[src/rtl/io_pkg.sv]
// rtl/io_pkg.sv - shared widths, entry type and width helpers for the CPU output port (IO_OUTPUT_PORT_TIMESTAMP_EN)
package io_pkg;
    localparam int IO_DATA_W = 16;
    localparam int IO_TS_W   = 16;

    typedef struct packed {
`ifdef IO_OUTPUT_PORT_TIMESTAMP_EN
        logic [IO_TS_W-1:0]   ts;
`endif
        logic [IO_DATA_W-1:0] value;
    } io_entry_t;

    function automatic int io_level_w(input int depth);
        return $clog2(depth) + 1;
    endfunction

    // Width of one queued entry / m_data: value, plus the capture timestamp when enabled.
    function automatic int io_entry_w(input int data_w);
`ifdef IO_OUTPUT_PORT_TIMESTAMP_EN
        return data_w + IO_TS_W;
`else
        return data_w;
`endif
    endfunction
endpackage

[src/rtl/io_output_port_if.sv]
// rtl/io_output_port_if.sv - CPU output-line strobe and consumer stream bundle (IO_OUTPUT_PORT_TIMESTAMP_EN)
interface io_output_port_if
    import io_pkg::*;
#(
    parameter int DATA_W = IO_DATA_W,
    parameter int M_W    = io_entry_w(DATA_W)
);
    logic              cpu_out_wr;
    logic [DATA_W-1:0] cpu_out_data;
    logic              m_valid;
    logic              m_ready;
    logic [M_W-1:0]    m_data;

    modport master (input cpu_out_wr, input cpu_out_data, input m_ready,
                    output m_valid, output m_data);
    modport slave  (output cpu_out_wr, output cpu_out_data, output m_ready,
                    input m_valid, input m_data);
endinterface

[src/rtl/io_out_fifo.sv]
// rtl/io_out_fifo.sv - show-ahead FIFO with registered level; a pop frees a slot for a same-cycle push
module io_out_fifo
    import io_pkg::*;
#(
    parameter int W     = 16,
    parameter int DEPTH = 8
) (
    input  logic                         clk,
    input  logic                         rst_n,
    input  logic                         push_i,
    input  logic                         pop_i,
    input  logic [W-1:0]                 wdata_i,
    output logic [W-1:0]                 rdata_o,
    output logic [io_level_w(DEPTH)-1:0] level_o,
    output logic                         full_o,
    output logic                         empty_o
);
    localparam int PTR_W = $clog2(DEPTH);
    localparam int LVL_W = io_level_w(DEPTH);

    logic [W-1:0]     mem_q [DEPTH];
    logic [PTR_W-1:0] wr_ptr_q, wr_ptr_d;
    logic [PTR_W-1:0] rd_ptr_q, rd_ptr_d;
    logic [LVL_W-1:0] level_q, level_d;
    logic             do_push, do_pop;

    assign do_pop  = pop_i & ~empty_o;
    assign do_push = push_i & (~full_o | do_pop);

    // DEPTH is a power of two, so the pointers wrap by natural overflow.
    always_comb begin
        wr_ptr_d = wr_ptr_q + PTR_W'(do_push);
        rd_ptr_d = rd_ptr_q + PTR_W'(do_pop);
        level_d  = level_q + LVL_W'(do_push) - LVL_W'(do_pop);
    end

    always_ff @(posedge clk or negedge rst_n) begin
        if (!rst_n) begin
            wr_ptr_q <= '0;
            rd_ptr_q <= '0;
            level_q  <= '0;
        end else begin
            wr_ptr_q <= wr_ptr_d;
            rd_ptr_q <= rd_ptr_d;
            level_q  <= level_d;
        end
    end

    always_ff @(posedge clk) begin
        if (do_push) mem_q[wr_ptr_q] <= wdata_i;
    end

    assign level_o = level_q;
    assign full_o  = (level_q == LVL_W'(DEPTH));
    assign empty_o = (level_q == '0);
    // Zero when empty so the unreset storage never shows through.
    assign rdata_o = empty_o ? '0 : mem_q[rd_ptr_q];
endmodule

[src/rtl/io_output_port.sv]
// rtl/io_output_port.sv - CPU output-line sink: strobe queueing, drop accounting, optional timestamp (IO_OUTPUT_PORT_TIMESTAMP_EN)
module io_output_port
    import io_pkg::*;
#(
    parameter int DEPTH  = 8,
    parameter int DATA_W = IO_DATA_W,
    parameter int CNT_W  = 8
) (
    input  logic                         clk,
    input  logic                         rst,
    io_output_port_if.master             bus,
    input  logic                         ovf_clr,
    output logic [io_level_w(DEPTH)-1:0] level,
    output logic                         full,
    output logic                         empty,
    output logic                         overflow,
    output logic [CNT_W-1:0]             drop_count
);
    localparam int ENTRY_W = io_entry_w(DATA_W);

    logic               pop, drop;
    logic [ENTRY_W-1:0] wr_entry;
    logic               overflow_q, overflow_d;
    logic [CNT_W-1:0]   drop_q, drop_d;

    assign pop  = bus.m_valid & bus.m_ready;
    assign drop = bus.cpu_out_wr & full & ~pop;

`ifdef IO_OUTPUT_PORT_TIMESTAMP_EN
    logic [IO_TS_W-1:0] ts_q;

    always_ff @(posedge clk or negedge rst) begin
        if (!rst) ts_q <= '0;
        else      ts_q <= ts_q + 1'b1;
    end

    assign wr_entry = {ts_q, bus.cpu_out_data};
`else
    assign wr_entry = bus.cpu_out_data;
`endif

    io_out_fifo #(.W(ENTRY_W), .DEPTH(DEPTH)) u_fifo (
        .clk     (clk),
        .rst_n   (rst),
        .push_i  (bus.cpu_out_wr),
        .pop_i   (pop),
        .wdata_i (wr_entry),
        .rdata_o (bus.m_data),
        .level_o (level),
        .full_o  (full),
        .empty_o (empty)
    );

    assign bus.m_valid = ~empty;

    // A drop in the clear cycle wins: the clear zeroes first, then the drop counts as one.
    always_comb begin
        overflow_d = overflow_q;
        drop_d     = drop_q;
        if (ovf_clr) begin
            overflow_d = 1'b0;
            drop_d     = '0;
        end
        if (drop) begin
            overflow_d = 1'b1;
            if (drop_d != '1) drop_d = drop_d + CNT_W'(1);
        end
    end

    always_ff @(posedge clk or negedge rst) begin
        if (!rst) begin
            overflow_q <= 1'b0;
            drop_q     <= '0;
        end else begin
            overflow_q <= overflow_d;
            drop_q     <= drop_d;
        end
    end

    assign overflow   = overflow_q;
    assign drop_count = drop_q;
endmodule

[src/flat_wrapper.sv]
// flat-port wrapper written by rule: the top's interface ports become plain ports
module io_output_port_flat import io_pkg::*;
#(
    parameter int DEPTH  = 8,
    parameter int DATA_W = IO_DATA_W,
    parameter int CNT_W  = 8
)
  (clk, rst, ovf_clr, level, full, empty, overflow, drop_count, bus_cpu_out_wr, bus_cpu_out_data, bus_m_ready, bus_m_valid, bus_m_data);
  io_output_port_if #(.DATA_W(DATA_W)) bus_i ();
  input  logic clk;
  input  logic rst;
  input  logic ovf_clr;
  output logic [io_level_w(DEPTH)-1:0] level;
  output logic full;
  output logic empty;
  output logic overflow;
  output logic [CNT_W-1:0] drop_count;
  input wire logic [$bits(bus_i.cpu_out_wr)-1:0] bus_cpu_out_wr;
  input wire logic [$bits(bus_i.cpu_out_data)-1:0] bus_cpu_out_data;
  input wire logic [$bits(bus_i.m_ready)-1:0] bus_m_ready;
  output wire logic [$bits(bus_i.m_valid)-1:0] bus_m_valid;
  output wire logic [$bits(bus_i.m_data)-1:0] bus_m_data;
  assign bus_i.cpu_out_wr = bus_cpu_out_wr;
  assign bus_i.cpu_out_data = bus_cpu_out_data;
  assign bus_i.m_ready = bus_m_ready;
  assign bus_m_valid = bus_i.m_valid;
  assign bus_m_data = bus_i.m_data;
  io_output_port #(.DEPTH(DEPTH), .DATA_W(DATA_W), .CNT_W(CNT_W)) u_core (.clk(clk), .rst(rst), .bus(bus_i), .ovf_clr(ovf_clr), .level(level), .full(full), .empty(empty), .overflow(overflow), .drop_count(drop_count));
endmodule
[config.mk]
export PLATFORM = sky130hd
export DESIGN_NAME = io_output_port_flat
export DESIGN_NICKNAME = d
export VERILOG_FILES = /design/src/rtl/io_pkg.sv /design/src/rtl/io_output_port_if.sv /design/src/rtl/io_out_fifo.sv /design/src/rtl/io_output_port.sv /design/src/flat_wrapper.sv
export SDC_FILE = /design/constraint.sdc
export NUM_CORES = 1
export LEC_CHECK = 0
export ABC_AREA = 1
export CAP_MARGIN = 5
export CORE_ASPECT_RATIO = 2
export CORE_MARGIN = 2
export CORE_UTILIZATION = 50
export DETAILED_ROUTE_END_ITERATION = 8
export GPL_TIMING_DRIVEN = 0
export PLACE_DENSITY = 0.67
export SYNTH_ARGS = -nofsm -noshare
export SYNTH_HDL_FRONTEND = slang
export SYNTH_SLANG_ARGS = --single-unit
[constraint.sdc]
create_clock -name clk -period 3 [get_ports clk]
set_input_delay 0.6 -clock clk [delete_from_list [all_inputs] [get_ports clk]]
set_output_delay 0.6 -clock clk [all_outputs]
set_load 0.02 [all_outputs]
**Run 1: routed metal, one color a layer**

(3 px per um) Two of the layers only.
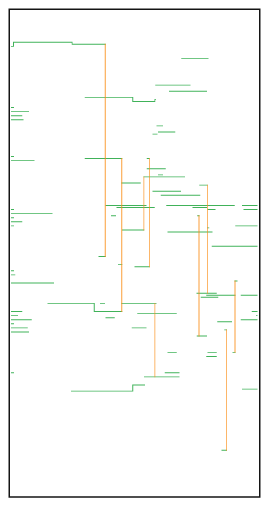
[green] metal 3 | wire length: 526 um
[orange] metal 4 | wire length: 340 um

**Run 1: the metal 1 layer**

(3 px per um) Supply wires on this layer in gray.
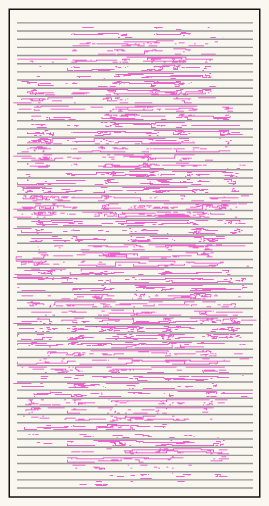
share of all routed wire: 35%
wire length on this layer: 5,210 um
longest straight run: 27.6 um
nets with wire on the layer: 613
main direction: horizontal

**Run 1: congestion heat map**

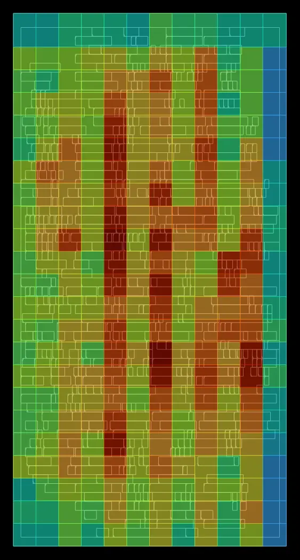
GR Util met2: 0.461
GRT Total Usage: 0.233

==> reports/metrics.csv, run 1 <==
metric,value,unit
status,"complete, no violations",
sequential share of power,0.332,
minimum clock period,2.79,ns
number of tap instances,147,
die area,13500,sq um
cells after synthesis,552,
aoi share,0.0737,
CP max stage cell,clkdlybuf4s50_1,
row count,57,
FILL cells,924,
Post-Route M1 WL,5.21,mm
sw power,2.97,mW
"FFs w/ async S/R, synth",0.129,
Clock power frac,0.270,
syn nets,584,
"Seq share, synth",0.692,
WL per Instance,19.0,um
fraction of area in registers,0.556,
met3 Usage GRT,0.0539,
Flop area,4320,sq um
area reported by Yosys stat,6250,sq um
Critical Path Most Common Cell,inv_1,
Final Routed Wirelength,15.0,mm
# Cells Yosys,552,
Worst Tran Pin Value,0.893,ns
Layout non-clock buf frac,0.110,
worst r2r path cells,8,
Worst Path Arrival,2.19,ns
met2 wire length,8.92,mm
vias per cell,5.47,
ys flop type,edfxtp_1,
Comb pwr share,0.398,
die width,83.0,um
## run 1: state kept, by name (all words and copies together), names as in the netlist
| signal | count |
|---|---|
| u_core.u_fifo.mem_q | 128 |
| u_core.drop_count | 8 |
| u_core.u_fifo.level_o | 4 |
| u_core.u_fifo.rd_ptr_q | 3 |
| u_core.u_fifo.wr_ptr_q | 3 |
| u_core.overflow | 1 |
## run 1: cell usage in the layout, fill, tap and decap left out, drive strengths merged, types with 5 or more instances in the layout
| cell type | instances |
|---|---|
| nor2 | 165 |
| nand2 | 57 |
| clkdlybuf4s50 | 36 |
| dlymetal6s2s | 16 |
| clkbuf | 26 |
| o21ai | 86 |
| edfxtp | 128 |
| nand3 | 28 |
| ha | 10 |
| dfrtp | 19 |
| inv | 26 |
| clkinv | 5 |
| buf | 25 |
**Run 1: gate-type map**

(4 px per um)
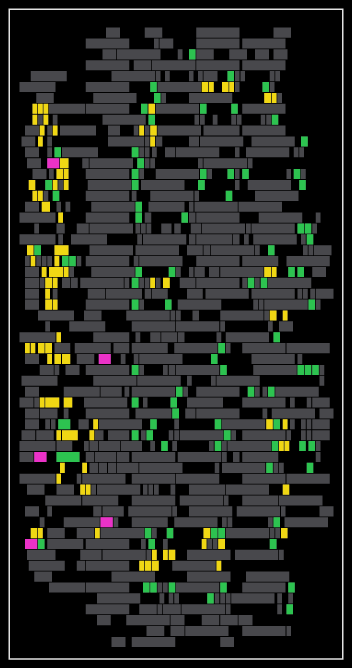

==> inputs of run 2 (changes only) <==
clock period = 3.4 ns   (was 3 ns; I/O delays follow)
**Run 2: gate-type map**

(4 px per um)
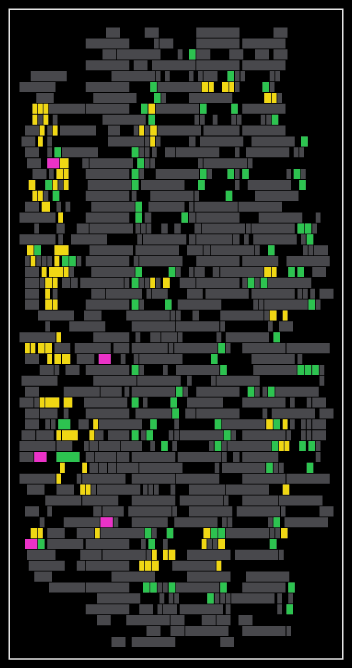
[magenta] xor and xnor cells | cells: 5
[green] aoi and oai cells | cells: 89
[yellow] nand cells | cells: 85 | where: all over the die
most instantiated logic cell after routing: nor2_1
Layout Cells excl Fill: 791
Comb area share: 0.221

==> reports/metrics.csv, run 2 <==
metric,value,unit,change
fa+ha+maj area frac,0.0232,,
number of buffers created by CTS,17,,
Flop area,4320,sq um,unchanged
sequential share of power,0.330,,-0.002
status,"complete, no violations",,
I/O pins,53,,
FILL cells,936,,+1.3%
area reported by Yosys stat,6250,sq um,unchanged
worst r2r path cells,8,,unchanged
Comb pwr share,0.401,,+0.003
first-pass GRT wire length,23.1,mm,
fmax,0.315,GHz,
Mean Syn Cell Area,11.3,sq um,
die area,13500,sq um,unchanged
Reg with most FFs,u_core.u_fifo.mem_q,,
"FFs w/ async S/R, synth",0.129,,unchanged
# Cells Yosys,552,,unchanged
Via Count,4328,,
syn nets,584,,unchanged
pre-CTS setup slack,0.491,ns,
crit-path cells,"inv_2, clkbuf_1, o21ai_0, nand3_1, nand2_1, nor2_1, clkdlybuf4s50_1",,
max-cap violations,0,,
clock group total power,1.94,mW,
Final Routed Wirelength,15.0,mm,+0.32%
CP max stage cell,clkdlybuf4s50_1,,
"Seq share, synth",0.692,,unchanged
row count,57,,unchanged
most common cell in the netlist,nor2_1,,
relative slew slack,0.405,,
"commonest non-fill, non-tap cells in the layout","nor2_1 (153), edfxtp_1 (128), nand2_1 (52), clkdlybuf4s50_1 (52), o21ai_0 (47)",,
sw power,2.64,mW,-11%
Clock power frac,0.269,,about the same
aoi share,0.0737,,unchanged
ys flop type,edfxtp_1,,
minimum clock period,3.18,ns,
Worst Path Arrival,2.50,ns,+0.31 ns
GRT Total Usage,0.233,,about the same
WL per Instance,19.0,um,+0.32%
vias per cell,5.47,,+0.12%
Worst Tran Pin Value,0.890,ns,-0.00299 ns
die width,83.0,um,unchanged
-- run 2: cell counts after synthesis --
No cell type changed its count.
-- run 2: kinds of logic after synthesis --
kind of cell | count (synthesis)
buffers and inverters | 49
xor gates and xnor gates | 5
DFF | 147
adders and majority gates | 11
AOI/OAI and AO/OA | 89
and+or+nand+nor | 251
-- run 2: cell type report --
cell class              instances  share of cell area
plain buffers                  24              0.0201
clock buffers                  19              0.0562
clock inverters                13              0.0239
inverters                      25              0.0122
multi-input cells             356               0.221
flip-flops and latches        147               0.560
well taps                     147              0.0239
repair buffers                 60              0.0831
-- run 2: routing by layer --
metal	share of wire	global-route usage	wire [um]
met5	0	0	0
met4	0.020	0.0879	300
met3	0.031	0.0534	471
met2	0.60	0.460	8990
met1	0.35	0.230	5290
==> inputs of run 3 (changes only) <==
CTS_CLUSTER_DIAMETER = 150   (was not set)
**Run 3: zoomed window**

Region (27, 98) to (57, 128) um. Cells in gray, sequential cells in the stronger gray; small squares are vias.
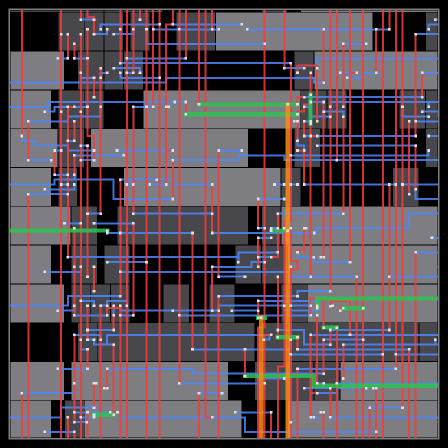
[orange] metal 4
[green] metal 3
[red] metal 2
[blue] metal 1
cells with their middle in the window: 55
netlist names of flops here include: u_core.u_fifo.mem_q (12)
most frequent: nor2_1 (19), edfxtp_1 (12), o21ai_0 (6)
sequential cells in the window: 12

==> reports/metrics.csv, run 3 <==
metric,value,unit,change
die width,83.0,um,unchanged
"Seq share, synth",0.692,,unchanged
Buffers excl. clock,84,,unchanged
Layout non-clock buf frac,0.103,,unchanged
uppermost routed layer,met4,,
status,"complete, no violations",,
minimum clock period,3.18,ns,unchanged
syn nets,584,,unchanged
crit-path cells,"inv_2, clkbuf_1, o21ai_0, nand3_1, nand2_1, nor2_1, clkdlybuf4s50_1",,
die area,13500,sq um,unchanged
aoi share,0.0737,,unchanged
Reg with most FFs,u_core.u_fifo.mem_q,,
max-cap violations,0,,unchanged
relative slew slack,0.405,,unchanged
Worst Tran Pin Value,0.890,ns,unchanged
Comb area share,0.221,,unchanged
"commonest non-fill, non-tap cells in the layout","nor2_1 (153), edfxtp_1 (128), nand2_1 (52), clkdlybuf4s50_1 (52), o21ai_0 (47)",,
WL per Instance,19.0,um,unchanged
GR Util met2,0.460,,unchanged
most common cell in the netlist,nor2_1,,
# Cells Yosys,552,,unchanged
Mean Syn Cell Area,11.3,sq um,unchanged
Final Routed Wirelength,15.0,mm,unchanged
I/O pins,53,,unchanged
FILL cells,936,,unchanged
fa+ha+maj area frac,0.0232,,unchanged
worst r2r path cells,8,,unchanged
Via Count,4328,,unchanged
Flop area,4320,sq um,unchanged
CP max stage cell,clkdlybuf4s50_1,,
fraction of area in registers,0.560,,unchanged
Biggest Area Class,flip-flops and latches,,
clk tree area frac,0.0800,,unchanged
==> run 3: cell counts in the layout (fill, tap and decap cells not counted) <==
Identical to the previous run, type by type.
==> run 3: through the flow <==
| step | total power, mW | hold WS (ns) | setup slack [ns] | cells |
|---|---|---|---|---|
| 6_report | 7.22 | 0.500 | 0.221 | 791 |
| 5_1_grt | 7.61 | 0.540 | 0.0636 | 791 |
| 4_1_cts | 7.27 | 0.501 | 0.0399 | 791 |
| 3_5_place_dp | 5.33 | 0.483 | 0.491 | 759 |
| 3_3_place_gp | 5.17 | 0.467 | 0.0932 | 751 |
| 2_1_floorplan | 4.13 | 0.384 | 1.04 | 552 |
==> run 3: where the power goes <==
part           total [mW]  switching [mW]  internal, mW
clock network        1.94           0.713          1.23
registers            2.39           0.110          2.28
logic                2.90            1.81          1.08
Power is estimated from default activity; no workload was simulated.
